===== config.mk =====
export PLATFORM = sky130hd
export DESIGN_NAME = debounce_multi
export DESIGN_NICKNAME = d
export VERILOG_FILES = /design/src/rtl/debounce_multi.sv
export SDC_FILE = /design/constraint.sdc
export NUM_CORES = 1
export LEC_CHECK = 0
export ABC_AREA = 1
export CAP_MARGIN = 20
export CORE_UTILIZATION = 60
export CTS_CLUSTER_SIZE = 20
export DETAILED_ROUTE_END_ITERATION = 7
export PLACE_DENSITY = 0.86
export SLEW_MARGIN = 20
export SYNTH_ARGS = -nofsm -noshare
export SYNTH_HDL_FRONTEND = slang
export SYNTH_SLANG_ARGS = --single-unit

===== constraint.sdc =====
create_clock -name clk -period 2.1 [get_ports clk]
set_input_delay 0.42 -clock clk [delete_from_list [all_inputs] [get_ports clk]]
set_output_delay 0.42 -clock clk [all_outputs]
set_load 0.005 [all_outputs]

===== src/rtl/debounce_multi.sv =====
// Multi-channel button debouncer with press, release and long-press events.
// Ports: clk, rst (sync, active-high), btn_in[N_CH] raw levels;
//   btn_level, press_pulse, release_pulse, long_pulse per channel;
//   any_pressed = registered OR of btn_level.
module debounce_multi #(
    parameter int N_CH          = 4,
    parameter int STABLE_CYCLES = 4,
    parameter int LONG_CYCLES   = 100
) (
    input  logic            clk,
    input  logic            rst,
    input  logic [N_CH-1:0] btn_in,
    output logic [N_CH-1:0] btn_level,
    output logic [N_CH-1:0] press_pulse,
    output logic [N_CH-1:0] release_pulse,
    output logic [N_CH-1:0] long_pulse,
    output logic            any_pressed
);

    localparam int SW = $clog2(STABLE_CYCLES + 1);
    localparam int HW = $clog2(LONG_CYCLES + 1);
    localparam logic [SW-1:0] S_LAST = SW'(STABLE_CYCLES - 1);
    localparam logic [SW-1:0] S_ONE  = SW'(1);
    localparam logic [HW-1:0] H_LAST = HW'(LONG_CYCLES - 1);
    localparam logic [HW-1:0] H_MAX  = HW'(LONG_CYCLES);

    typedef enum logic [2:0] {
        IDLE,
        PRESS_WAIT,
        PRESSED,
        LONG,
        RELEASE_WAIT
    } state_t;

    logic [N_CH-1:0] sync1;
    logic [N_CH-1:0] btn_s;
    logic [N_CH-1:0] lvl_nv;

    always_ff @(posedge clk) begin
        if (rst) begin
            sync1       <= '0;
            btn_s       <= '0;
            any_pressed <= 1'b0;
        end else begin
            sync1       <= btn_in;
            btn_s       <= sync1;
            // Built from next-state levels so it tracks btn_level exactly.
            any_pressed <= |lvl_nv;
        end
    end

    for (genvar i = 0; i < N_CH; i++) begin : g_ch
        state_t        st, st_n;
        logic [SW-1:0] sc, sc_n;
        logic [HW-1:0] hc, hc_n;
        logic          org, org_n;
        logic          lvl, lvl_n;
        logic          pp, pp_n;
        logic          rp, rp_n;
        logic          lp, lp_n;
        logic          s;

        assign s = btn_s[i];

        always_comb begin
            st_n  = st;
            sc_n  = sc;
            hc_n  = hc;
            org_n = org;
            lvl_n = lvl;
            pp_n  = 1'b0;
            rp_n  = 1'b0;
            lp_n  = 1'b0;
            unique case (st)
                IDLE: begin
                    if (s) begin
                        if (STABLE_CYCLES == 1) begin
                            st_n  = PRESSED;
                            lvl_n = 1'b1;
                            pp_n  = 1'b1;
                            hc_n  = '0;
                            sc_n  = '0;
                        end else begin
                            st_n = PRESS_WAIT;
                            sc_n = S_ONE;
                        end
                    end
                end
                PRESS_WAIT: begin
                    if (!s) begin
                        st_n = IDLE;
                        sc_n = '0;
                    end else if (sc >= S_LAST) begin
                        st_n  = PRESSED;
                        lvl_n = 1'b1;
                        pp_n  = 1'b1;
                        hc_n  = '0;
                        sc_n  = '0;
                    end else begin
                        sc_n = sc + 1'b1;
                    end
                end
                PRESSED, LONG: begin
                    if (!s) begin
                        if (STABLE_CYCLES == 1) begin
                            st_n  = IDLE;
                            lvl_n = 1'b0;
                            rp_n  = 1'b1;
                            sc_n  = '0;
                            org_n = 1'b0;
                        end else begin
                            st_n  = RELEASE_WAIT;
                            sc_n  = S_ONE;
                            org_n = (st == LONG);
                        end
                    end else if (st == PRESSED) begin
                        if (hc >= H_LAST) begin
                            st_n = LONG;
                            hc_n = H_MAX;
                            lp_n = 1'b1;
                        end else begin
                            hc_n = hc + 1'b1;
                        end
                    end
                end
                RELEASE_WAIT: begin
                    if (s) begin
                        // Bounce back: resume origin; hold count
                        // counts this high cycle again.
                        sc_n = '0;
                        if (org) begin
                            st_n = LONG;
                        end else if (hc >= H_LAST) begin
                            st_n = LONG;
                            hc_n = H_MAX;
                            lp_n = 1'b1;
                        end else begin
                            st_n = PRESSED;
                            hc_n = hc + 1'b1;
                        end
                    end else if (sc >= S_LAST) begin
                        st_n  = IDLE;
                        lvl_n = 1'b0;
                        rp_n  = 1'b1;
                        sc_n  = '0;
                        org_n = 1'b0;
                    end else begin
                        sc_n = sc + 1'b1;
                    end
                end
                default: begin
                    st_n = IDLE;
                end
            endcase
        end

        always_ff @(posedge clk) begin
            if (rst) begin
                st  <= IDLE;
                sc  <= '0;
                hc  <= '0;
                org <= 1'b0;
                lvl <= 1'b0;
                pp  <= 1'b0;
                rp  <= 1'b0;
                lp  <= 1'b0;
            end else begin
                st  <= st_n;
                sc  <= sc_n;
                hc  <= hc_n;
                org <= org_n;
                lvl <= lvl_n;
                pp  <= pp_n;
                rp  <= rp_n;
                lp  <= lp_n;
            end
        end

        assign lvl_nv[i]        = lvl_n;
        assign btn_level[i]     = lvl;
        assign press_pulse[i]   = pp;
        assign release_pulse[i] = rp;
        assign long_pulse[i]    = lp;
    end

endmodule


M1 wires:
Cells faint in the background.
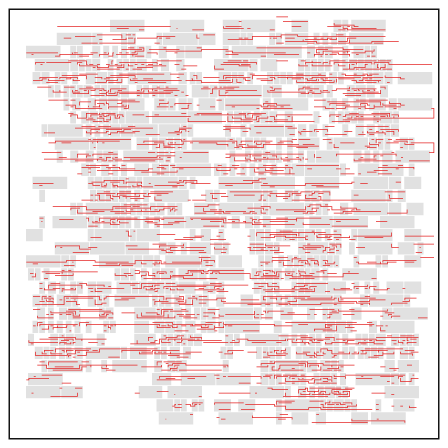
nets with wire on the layer: 691
wire length on this layer: 4150 µm
longest straight run: 24.8 µm
share of all routed wire: 44%
total number of vias: 4241
met1 Use GR: 30.7%
drt total wl: 9340 µm

The metal 2 layer:
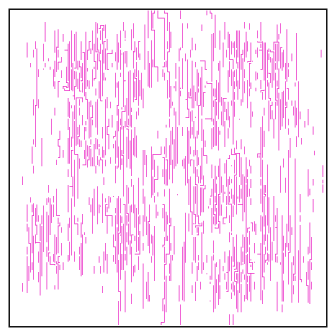
share of all routed wire: 49%
nets with wire on the layer: 576

Signal wires on met3:
Cells faint in the background.
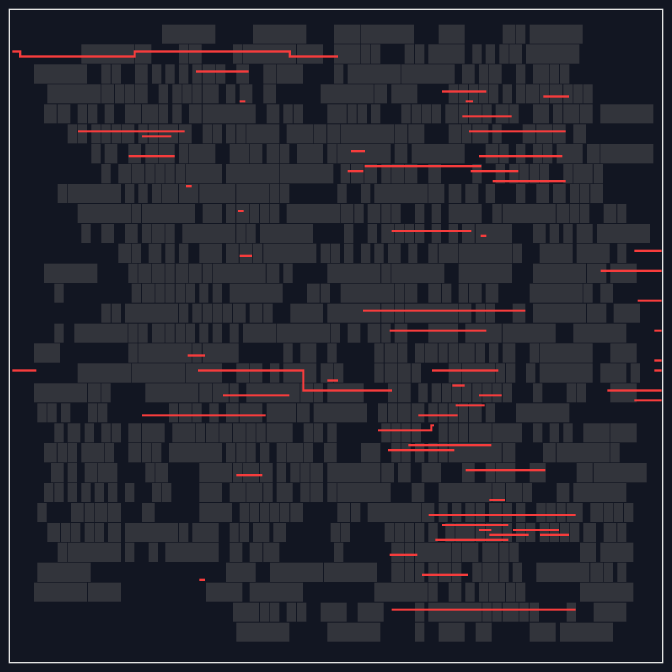
main direction: horizontal
longest straight run: 24.8 µm
met3 Usage GRT: 4.52%

The metal 4 layer:
The bar under the picture is 20 µm long. Cells faint in the background.
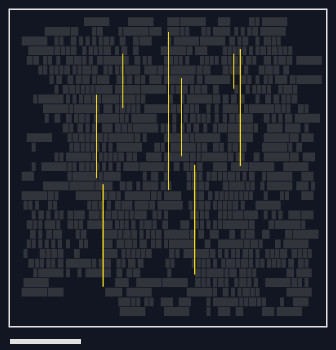
wire length on this layer: 205 µm
main direction: vertical
share of all routed wire: 2.2%

Congestion heat map:
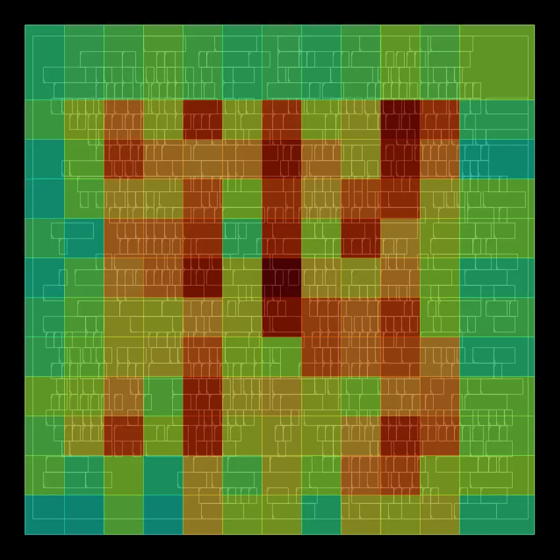
met2 Use GR: 45.0%
GRT Util Overall: 25.8%
final core utilization: 67.5%
grt peak-use layer: met2
WL/cell: 11.5 µm

-- layer usage --
layer,part of all wire [%],wire (µm)
met1,44,4150
met4,2.2,205
met5,0,0
met2,49,4540
met3,4.7,440
-- flip-flops by register name (all words and copies together), names as in the netlist --
| signal | flops |
|---|---|
| g_ch.sc | 12 |
| g_ch.st | 12 |
| g_ch.hc | 28 |
| g_ch.rp | 4 |
| g_ch.lvl | 4 |
| g_ch.lp | 4 |
| sync1 | 4 |
| btn_s | 4 |
| g_ch.org | 4 |
| any_pressed | 1 |
| g_ch.pp | 4 |
-- tightest hold or removal path, stage by stage, from the launching register on --
cell and delay, ps:
dfxtp_1 300, inv_1 40, nor2_1 30
-- logic make-up after synthesis --
kind of cell,after synthesis
simple gates,375
xor+xnor,1
flops,81
compound gates,99
buf+inv,134
fa+ha+maj,12
==> reports/qor.txt <==
status -> complete, no violations
layout cells sized above 1 -> 10.3%
combinational cell power -> 1110 µW
sequential-to-total area share from yosys stat -> 35.7%
critical-path cell list -> ha_1 > inv_1 > nand3_1 > o21bai_1 > inv_1 > nor2_1 > nand3_1 > a21oi_1
critical path arrival -> 2100 ps
ys flop type -> dfxtp_1
Post-Place Cell Area -> 4740 µm²
Area Overhead vs Synth -> 8.46%
core area -> 7290 µm²
setup TNS -> 0 ps
antenna viol nets, final -> 0
slowest CP cell -> o21bai_1
crit path buf inv count -> 2
H-Tree Level Count -> 3
Logic family by area -> simple AND/OR/NAND/NOR gates
Reg power frac -> 45.2%
worst hold path type -> reg2reg
Internal Pwr Total -> 2470 µW
Final Cell Area -> 4920 µm²
R2R cell count -> 8
antenna violations before repair -> 0
Non-clk bufs -> 27
stage-log warning count -> 26
Critical Path RT -> 2390 ps
Slew HR -> 63.7%
total gr overflow -> 0
leading power group -> sequential cells
syn avg cell area -> 6.46 µm²
pin count of the biggest net entering global routing -> 24
synthesis area per yosys -> 4540 µm²
Logic area -> 2350 µm²
Non-clk invs -> 105
ys cells -> 702
warnings from Yosys -> 0
drt first-iter violations -> 239
Syn Inst Count -> 702
placed cells -> 799
mux share -> 0%
Die Width -> 89.0 µm
die area -> 7920 µm²
No activity file was given, so power comes from the tool's default toggle rates.
